Fig. 1: run 1, the metal 1 layer
Scale bar: 20 um.
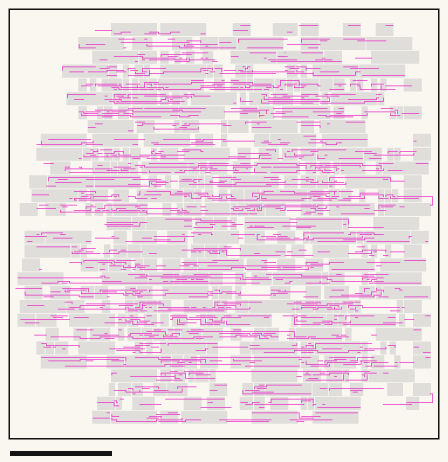
Fig. 2: run 1, M2 wires
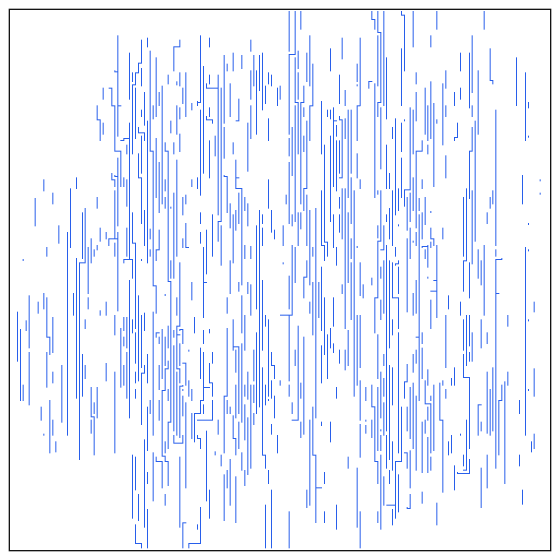
Fig. 3: run 1, M3 wires
Scale bar: 20 um.
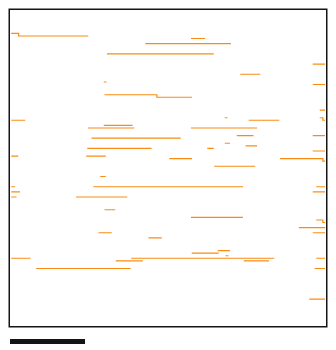
`config.mk`:
```
export PLATFORM = sky130hd
export DESIGN_NAME = ddr5_phy_config_regfile
export DESIGN_NICKNAME = d
export VERILOG_FILES = /design/src/rtl/ddr5_phy_config_regfile.sv
export SDC_FILE = /design/constraint.sdc
export NUM_CORES = 1
export LEC_CHECK = 0
export CAP_MARGIN = 20
export CORE_UTILIZATION = 56
export DETAILED_ROUTE_END_ITERATION = 10
export PLACE_DENSITY_LB_ADDON = 0.3
export SLEW_MARGIN = 10
export SYNTH_ARGS = -nofsm -noshare
export SYNTH_HDL_FRONTEND = slang
export SYNTH_SLANG_ARGS = --single-unit
```
`constraint.sdc`:
```
create_clock -name clk_i -period 1.9 [get_ports clk_i]
set_input_delay 0.19 -clock clk_i [delete_from_list [all_inputs] [get_ports clk_i]]
set_output_delay 0.19 -clock clk_i [all_outputs]
set_load 0.02 [all_outputs]
```
`src/rtl/ddr5_phy_config_regfile.sv`:
```
// DDR5 PHY config register file: shadow bank written by the host,
// copied into the active bank by a commit that waits for DFI idle.
//
// Ports:
//   clk_i, rst_i            clock, async active-low reset
//   wr_en_i/wr_ready_o      host write handshake (ready only when idle)
//   addr_i, wdata_i         shared read/write address, write data
//   rd_en_i                 read request; rdata_o/rd_valid_o one cycle later
//   err_o                   pulse: accepted write was illegal and dropped
//   commit_req_i            request shadow->active copy
//   dfi_idle_i              commit may apply only while high
//   commit_ack_o            pulse: commit applied this cycle
//   phy_CRC_mode_o          active word0[0]
//   dfi_freq_ratio_o        active word1[1:0]
//   wr_latency_o            active word2
//
// Map: 0 CRC, 1 freq ratio, 2 write latency, 3 STATUS (RO),
//      4.. scratch (shadow only, never copied to outputs).
// STATUS = {commit count, sticky error, commit pending}.

module ddr5_phy_config_regfile #(
  parameter int unsigned pDATA_WIDTH = 8,
  parameter int unsigned pADDR_WIDTH = 3,
  parameter logic        pCRC_MODE   = 1'b1,
  parameter logic [1:0]  pFREQ_RATIO = 2'b00,
  parameter int unsigned pWR_LAT     = 8
) (
  input  logic                   clk_i,
  input  logic                   rst_i,
  input  logic                   wr_en_i,
  output logic                   wr_ready_o,
  input  logic [pADDR_WIDTH-1:0] addr_i,
  input  logic [pDATA_WIDTH-1:0] wdata_i,
  input  logic                   rd_en_i,
  output logic [pDATA_WIDTH-1:0] rdata_o,
  output logic                   rd_valid_o,
  output logic                   err_o,
  input  logic                   commit_req_i,
  input  logic                   dfi_idle_i,
  output logic                   commit_ack_o,
  output logic                   phy_CRC_mode_o,
  output logic [1:0]             dfi_freq_ratio_o,
  output logic [pDATA_WIDTH-1:0] wr_latency_o
);

  localparam int unsigned NUM_WORDS = 1 << pADDR_WIDTH;
  localparam int unsigned CW        = pDATA_WIDTH - 2;

  typedef logic [pDATA_WIDTH-1:0] word_t;
  typedef logic [pADDR_WIDTH-1:0] addr_t;

  localparam word_t DEF_W0 = word_t'(pCRC_MODE);
  localparam word_t DEF_W1 = word_t'(pFREQ_RATIO);
  localparam word_t DEF_W2 = word_t'(pWR_LAT);

  localparam addr_t A_CRC  = addr_t'(0);
  localparam addr_t A_FREQ = addr_t'(1);
  localparam addr_t A_WLAT = addr_t'(2);
  localparam addr_t A_STAT = addr_t'(3);

  typedef enum logic [1:0] {
    ST_IDLE,
    ST_WAIT_IDLE,
    ST_APPLY
  } state_t;

  state_t r_state;
  state_t w_state_nxt;

  word_t  r_shadow [NUM_WORDS];

  logic          r_act_crc;
  logic [1:0]    r_act_ratio;
  word_t         r_act_lat;

  logic          r_err;
  logic          r_sticky;
  logic [CW-1:0] r_cnt;

  word_t         r_rdata;
  logic          r_rvalid;

  logic  w_is_idle;
  logic  w_ack;
  logic  w_a_crc;
  logic  w_a_freq;
  logic  w_a_stat;
  logic  w_wr_acc;
  logic  w_wr_bad;
  logic  w_wr_ok;
  word_t w_wdata;
  word_t w_status;
  word_t w_rd_word;

  // ---------------- commit FSM ----------------

  always_ff @(posedge clk_i or negedge rst_i) begin
    if (!rst_i) begin
      r_state <= ST_IDLE;
    end else begin
      r_state <= w_state_nxt;
    end
  end

  always_comb begin
    w_state_nxt = r_state;
    w_is_idle   = 1'b0;
    w_ack       = 1'b0;
    unique case (r_state)
      ST_IDLE: begin
        w_is_idle = 1'b1;
        if (commit_req_i) begin
          w_state_nxt = ST_WAIT_IDLE;
        end
      end
      ST_WAIT_IDLE: begin
        if (dfi_idle_i) begin
          w_state_nxt = ST_APPLY;
        end
      end
      ST_APPLY: begin
        w_ack       = 1'b1;
        w_state_nxt = ST_IDLE;
      end
      default: begin
        w_state_nxt = ST_IDLE;
      end
    endcase
  end

  // ---------------- write decode ----------------

  assign w_a_crc  = (addr_i == A_CRC);
  assign w_a_freq = (addr_i == A_FREQ);
  assign w_a_stat = (addr_i == A_STAT);

  assign w_wr_acc = wr_en_i & w_is_idle;

  // Ratio 2'b11 has no meaning, so it is rejected
  // rather than silently stored.
  assign w_wr_bad = w_a_stat |
                    (w_a_freq & (wdata_i[1:0] == 2'b11));

  assign w_wr_ok  = w_wr_acc & ~w_wr_bad;

  // Narrow fields store only their defined bits,
  // so upper bits read back as zero.
  always_comb begin
    w_wdata = wdata_i;
    unique case (1'b1)
      w_a_crc:  w_wdata = word_t'(wdata_i[0]);
      w_a_freq: w_wdata = word_t'(wdata_i[1:0]);
      default:  w_wdata = wdata_i;
    endcase
  end

  // ---------------- shadow bank ----------------

  always_ff @(posedge clk_i or negedge rst_i) begin
    if (!rst_i) begin
      for (int i = 0; i < NUM_WORDS; i++) begin
        r_shadow[i] <= '0;
      end
      r_shadow[0] <= DEF_W0;
      r_shadow[1] <= DEF_W1;
      r_shadow[2] <= DEF_W2;
    end else if (w_wr_ok) begin
      r_shadow[addr_i] <= w_wdata;
    end
  end

  // ---------------- active bank ----------------

  // Writes are blocked outside IDLE, so the shadow
  // is stable while the APPLY copy happens.
  always_ff @(posedge clk_i or negedge rst_i) begin
    if (!rst_i) begin
      r_act_crc   <= pCRC_MODE;
      r_act_ratio <= pFREQ_RATIO;
      r_act_lat   <= DEF_W2;
    end else if (w_ack) begin
      r_act_crc   <= r_shadow[A_CRC][0];
      r_act_ratio <= r_shadow[A_FREQ][1:0];
      r_act_lat   <= r_shadow[A_WLAT];
    end
  end

  // ---------------- error / status ----------------

  always_ff @(posedge clk_i or negedge rst_i) begin
    if (!rst_i) begin
      r_err <= 1'b0;
    end else begin
      r_err <= w_wr_acc & w_wr_bad;
    end
  end

  // Sticky error follows the err_o pulse; a commit
  // clears it.
  always_ff @(posedge clk_i or negedge rst_i) begin
    if (!rst_i) begin
      r_sticky <= 1'b0;
    end else if (w_ack) begin
      r_sticky <= 1'b0;
    end else if (r_err) begin
      r_sticky <= 1'b1;
    end
  end

  always_ff @(posedge clk_i or negedge rst_i) begin
    if (!rst_i) begin
      r_cnt <= '0;
    end else if (w_ack) begin
      r_cnt <= r_cnt + 1'b1;
    end
  end

  assign w_status = {r_cnt, r_sticky, ~w_is_idle};

  // ---------------- read port ----------------

  // Sampled from pre-write state, so a read and
  // write to one address return the old value.
  assign w_rd_word = w_a_stat ? w_status
                              : r_shadow[addr_i];

  always_ff @(posedge clk_i or negedge rst_i) begin
    if (!rst_i) begin
      r_rdata  <= '0;
      r_rvalid <= 1'b0;
    end else begin
      r_rvalid <= rd_en_i;
      if (rd_en_i) begin
        r_rdata <= w_rd_word;
      end
    end
  end

  // ---------------- outputs ----------------

  assign wr_ready_o       = w_is_idle;
  assign commit_ack_o     = w_ack;
  assign err_o            = r_err;
  assign rdata_o          = r_rdata;
  assign rd_valid_o       = r_rvalid;
  assign phy_CRC_mode_o   = r_act_crc;
  assign dfi_freq_ratio_o = r_act_ratio;
  assign wr_latency_o     = r_act_lat;

endmodule
```
==> results.txt, run 1 <==
The full implementation flow was run.

The type recorded for the worst min-delay path is in2async. The tool warning count for the run is 26. Based on the critical path, the design can be clocked at up to 576 MHz. The post-layout minimum cycle time stands at 1.74 ns. Routability-driven placement finished with a final weighted congestion of 0.852. The async set-or-reset flop fraction in the synthesized netlist stands at 1.00. In this run the vertical extent of the chip is 84.1 um. Once iteration 0 of detailed routing completed, the report listed 168 DRC markers. The synthesis report lists the Yosys warning total as 0. The checks that failed: DRC.

By area, registers come first. The count of plain and timing-repair buffers in the layout stands at 71. The maximum buffer depth of the clock tree stands at 2. According to the floorplan report, the placeable core area is 6420 um2. Overall power consumption after layout is estimated at 5.25 mW.

The final tally of hold violations stands at 0. Looking at the reg2reg group, the worst path starts from r_state[0]. The number of global-route vias before repair was 2697. Of all cell types, the one taking the most synthesized area is sky130_fd_sc_hd__dfrtp_1. The cell total after placement stands at 477. The count of unresolved DRC violations after routing stands at 6. The layout has 13 clock buffers. In the final layout, the share of cells above drive strength 1 is 0.192. For the worst reg-to-reg path, the endpoint reported by OpenROAD is r_shadow[45]. The number of inverters outside the clock class in the layout stands at 10. Across the placement rows, the number of tap cells is 77. Setup repair after global routing left no endpoint under its margin. The data arrival time of the critical path stands at 1.97 ns. The tally of max-capacitance violations stands at 0.

The final layout contains a sequential cell count of 86. The aggregate global routing overflow stands at 0. The count of unique library cells instantiated by Yosys stands at 38. The share of the clock period used by the worst path stands at 0.913. The floorplan step defined a die boundary enclosing 7070 um2. The flow reported a cell area power density of 1130 nW/um2. The leakage power stands at 2.17 nW.

The flow ran to the end, but the final reports show violations.
About Fig. 1:
nets with wire on the layer = 387
wire length on this layer = 3850 um
share of all routed wire = 47%
detailed-route wire length: 8170 um
fraction of met1 tracks used by global routing: 0.375
Vias: 2752

About Fig. 2:
longest straight run = 32.6 um
wire length on this layer = 3690 um
share of all routed wire = 45%
main direction = vertical
nets with wire on the layer = 360

About Fig. 3:
share of all routed wire = 5.5%
wire length on this layer = 449 um
grt met3 use: 0.0386

-- run 1: layout by cell type (no fill, tap or decap), types with 2 or more instances in the layout --
cell type,n
sky130_fd_sc_hd__dfrtp_1,82
sky130_fd_sc_hd__nand2_1,55
sky130_fd_sc_hd__clkdlybuf4s50_1,35
sky130_fd_sc_hd__buf_4,30
sky130_fd_sc_hd__nor2_1,27
sky130_fd_sc_hd__o21ai_0,27
sky130_fd_sc_hd__mux2i_1,24
sky130_fd_sc_hd__mux2_2,23
sky130_fd_sc_hd__and2_1,19
sky130_fd_sc_hd__inv_1,10
sky130_fd_sc_hd__clkbuf_8,10
sky130_fd_sc_hd__nand4_1,6
sky130_fd_sc_hd__a22o_1,5
sky130_fd_sc_hd__a221oi_1,5
sky130_fd_sc_hd__a31oi_1,5
sky130_fd_sc_hd__xnor2_1,4
sky130_fd_sc_hd__dfstp_2,4
sky130_fd_sc_hd__nand2b_1,3
sky130_fd_sc_hd__a21oi_1,3
sky130_fd_sc_hd__nor2b_1,3
sky130_fd_sc_hd__nand3_1,3
sky130_fd_sc_hd__a211oi_1,3
sky130_fd_sc_hd__clkbuf_1,3
sky130_fd_sc_hd__nor3_1,2
sky130_fd_sc_hd__nand3b_1,2
sky130_fd_sc_hd__clkinvlp_4,2
sky130_fd_sc_hd__buf_12,2
-- run 1: sequential cells by signal, indices dropped and copies added (netlist names) --
register and flops:
rd_valid_o 1, phy_CRC_mode_o 1, dfi_freq_ratio_o 2, wr_latency_o 8, r_sticky 1, rdata_o 8, r_state 2, r_cnt 6
r_shadow 56, err_o 1
-- run 1: where the power goes --
| part | internal (mW) | switching (mW) |
|---|---|---|
| clock network | 0.511 | 0.628 |
| registers | 2.35 | 0.341 |
| logic | 0.725 | 0.693 |
| total | 3.58 | 1.66 |
-- run 1: worst max-delay path: cells and delay by family, from the launching register on --
family,cells,cell delay (ns)
mux,1,0.31
flops,1,0.44
simple gates,3,0.85
-- run 1: through the flow --
step | cell area [um2] | TNS [ns]
after floorplan | 3770 | 0
after detailed placement | 4440 | -0.249
after global placement | 4440 | -0.0677
after CTS | 4620 | 0
after global routing | 4620 | 0
final | 4620 | 0
-- run 1: worst max path at each step --
stage	slack (ns)	depth (start not counted)	start	endpoint
global route	0.1	4	r_state[0]	r_shadow[45]
global placement	-0.01	5	wr_en_i	r_shadow[44]
finish	0.16	4	r_state[0]	r_shadow[45]
CTS	0.04	2	r_state[0]	wr_ready_o
floorplan	0.20	3	r_state[0]	r_shadow[24]
detailed placement	-0.04	5	wr_en_i	r_shadow[45]
-- run 1: cells by family (layout without fill, tap and decap cells) --
group,count (synthesis),count (layout),share of synthesized area
flops,86,86,0.572
fa+ha+maj,1,1,0.00332
compound gates,53,53,0.0885
buf+inv,27,97,0.0288
simple gates,127,127,0.160
xor+xnor,5,5,0.0116
mux,48,48,0.136
-- run 1: layer usage --
layer  GRT usage  share of wire  vias up
li1            -              -     1317
met2       0.393           0.45       77
met5           0              0        -
met1       0.375           0.47     1342
met4       0.100          0.022        0
met3      0.0386          0.055       16
-- run 1: what timing repair did --
action / CTS / global route
setup endpoints to repair: 2 / 1
hold buffers: 1 / 0
cloned: 0 / 0
hold endpoints to repair: 27 / 0
resized: 2 / 1
==> run 1 -> run 2 <==
--- a/config.mk
+++ b/config.mk
@@ -6,7 +6,8 @@
 export NUM_CORES = 1
 export LEC_CHECK = 0
 export CAP_MARGIN = 20
-export CORE_UTILIZATION = 56
+export CORE_UTILIZATION = 58
+export CTS_BUF_LIST = sky130_fd_sc_hd__clkbuf_4 sky130_fd_sc_hd__clkbuf_8
 export DETAILED_ROUTE_END_ITERATION = 10
 export PLACE_DENSITY_LB_ADDON = 0.3
 export SLEW_MARGIN = 10
==> results.txt, run 2 <==
The full implementation flow was run.

The routability-driven placement congestion ratio was 0.844 (was 0.852). The internal power summed over all cells stands at 3.58 mW (about the same). The async set-or-reset flop fraction in the synthesized netlist stands at 1.00 (unchanged). The via count stands at 2728 (was 2752). The launch point of the worst path is r_state[0] (unchanged).

The warning total across the stage logs stands at 26 (unchanged). The beginning of the worst register-to-register path was r_state[0] (unchanged). The register ranked first by flip-flop count is r_shadow (unchanged).

The leakage power stands at 2.16 nW (was 2.17 nW). The number of global-route vias before repair is 2734 (was 2697). The core outline area is 6310 um2 (was 6420 um2).

Outcome: completed (was finished, violations left). The power density over the cells is 1140 nW/um2 (was 1130 nW/um2). The warning count from the yosys run was 0 (unchanged).

The count of unique library cells instantiated by Yosys stands at 38 (unchanged). The most common logic cell in the routed design is sky130_fd_sc_hd__dfrtp_1 (unchanged). The DRC marker count from the first detailed-route iteration stands at 220 (was 168). The tally of max-capacitance violations was 0 (unchanged). The net switching power was 1.64 mW (was 1.66 mW). The data arrival time of the critical path is 1.98 ns (was 1.97 ns). The class of the tightest hold or removal check is in2async (unchanged). The post-layout minimum cycle time came to 1.74 ns (about the same). The combinational group share of total power stands at 0.269 (was 0.270). RSZ-0062 raised after global routing: false (unchanged).

The y dimension of the die was 82.7 um (was 84.1 um). The share of the clock period used by the worst path stands at 0.917 (was 0.913). The part of the total power dissipated in sequential elements stands at 0.514 (was 0.513). The post-synthesis cell type with the largest combined area is sky130_fd_sc_hd__dfrtp_1 (unchanged).
==> run 2: cell types whose count changed in the layout (fill, tap and decap cells not counted), sizes merged <==
cell	previous run	this run
buf	33	30
clkbuf	13	12
clkinv	1	4
clkinvlp	2	0
==> run 2: cell families after synthesis <==
logic type,count (synthesis),share of synthesized area
and+or+nand+nor,127,0.160
DFF,86,0.572
AOI/OAI and AO/OA,53,0.0885
muxes,48,0.136
buffers and inverters,27,0.0288
xor gates and xnor gates,5,0.0116
adders and majority gates,1,0.00332
==> run 2: per-layer routing <==
metal	routed length, um	global-route usage
met1	3930	0.391
met2	3910	0.419
met3	267	0.0418
met4	132	0.109
met5	0	0
==> run 2: cell type report <==
type | count | area (um2)
flip-flops and latches | 86 | 2160
fillers | 464 | 1730
multi-input cells | 234 | 1510
repair buffers | 68 | 617
clock buffers | 12 | 146
well taps | 77 | 96.3
inverters | 10 | 37.5
clock inverters | 4 | 23.8
==> run 2: what timing repair did <==
item,CTS,global route
buffers inserted,0,0
resized,2,1
endpoints found under the setup margin,1,1
hold buffers,1,0
hold endpoints to repair,33,0
==> run 2: final timing paths <==
path / endpoint / slack (ns)
worst max-delay path: r_shadow[41] / 0.16
worst min-delay path: r_shadow[49] / 0.33
worst max register to register: r_shadow[41] / 0.16
worst min register to register: wr_latency_o[3] / 0.46
max in group asynchronous: wr_latency_o[3] / 0.91
min in group clk_i: r_state[1] / 0.37
==> run 2: power by group through the flow <==
stage / logic, mW / clock network (mW) / registers [mW]
CTS: 1.42 / 1.16 / 2.68
global route: 1.56 / 1.24 / 2.75
global placement: 1.37 / 0 / 2.68
floorplan: 0.661 / 0 / 2.80
detailed placement: 1.41 / 0 / 2.71
finish: 1.40 / 1.13 / 2.68
==> run 2: stage by stage <==
step	total power, mW	setup WS, ns	util	hold slack [ns]	instance area (um2)
2_1_floorplan	3.47	0.203	-	-0.106	3770
3_3_place_gp	4.05	-0.00758	0.698	0.175	4400
3_5_place_dp	4.12	-0.0325	0.698	0.177	4400
4_1_cts	5.25	0.0209	0.726	0.337	4590
5_1_grt	5.55	0.0746	0.727	0.382	4590
6_report	5.22	0.158	0.727	0.332	4590
==> run 2: worst max-delay path, stage by stage, from the launching register on <==
cell and delay [ns]:
sky130_fd_sc_hd__dfrtp_1 0.45, sky130_fd_sc_hd__or3b_4 0.42, sky130_fd_sc_hd__nor2_1 0.22, sky130_fd_sc_hd__nand2_2 0.21, sky130_fd_sc_hd__mux2_2 0.32
Fig. 4: run 2, M3 wires
Scale bar: 20 um.
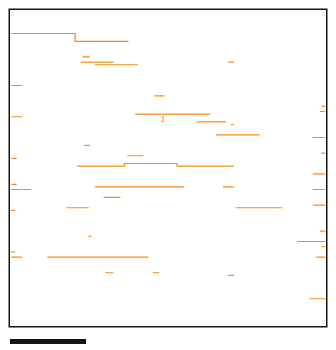
main direction = horizontal
longest straight run = 26.2 um
wire length on this layer = 267 um
share of all routed wire = 3.2%

Fig. 5: run 2, clock wiring as the flow saved it
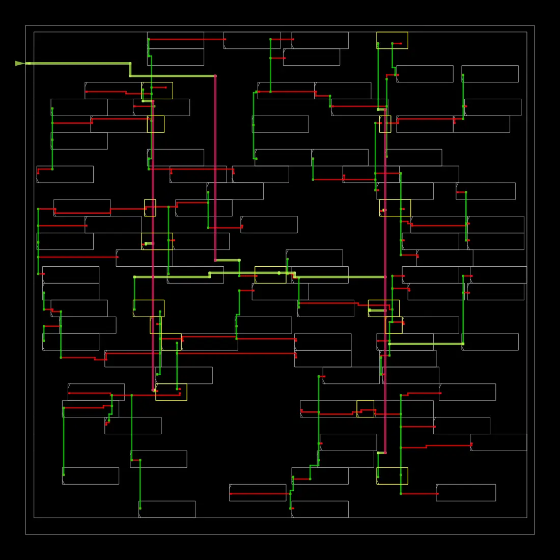
clock tree skew after final layout: 0.00612 ns
number of clock buffer instances in the layout: 12
seq_cells: 86

Power is estimated from default activity; no workload was simulated.
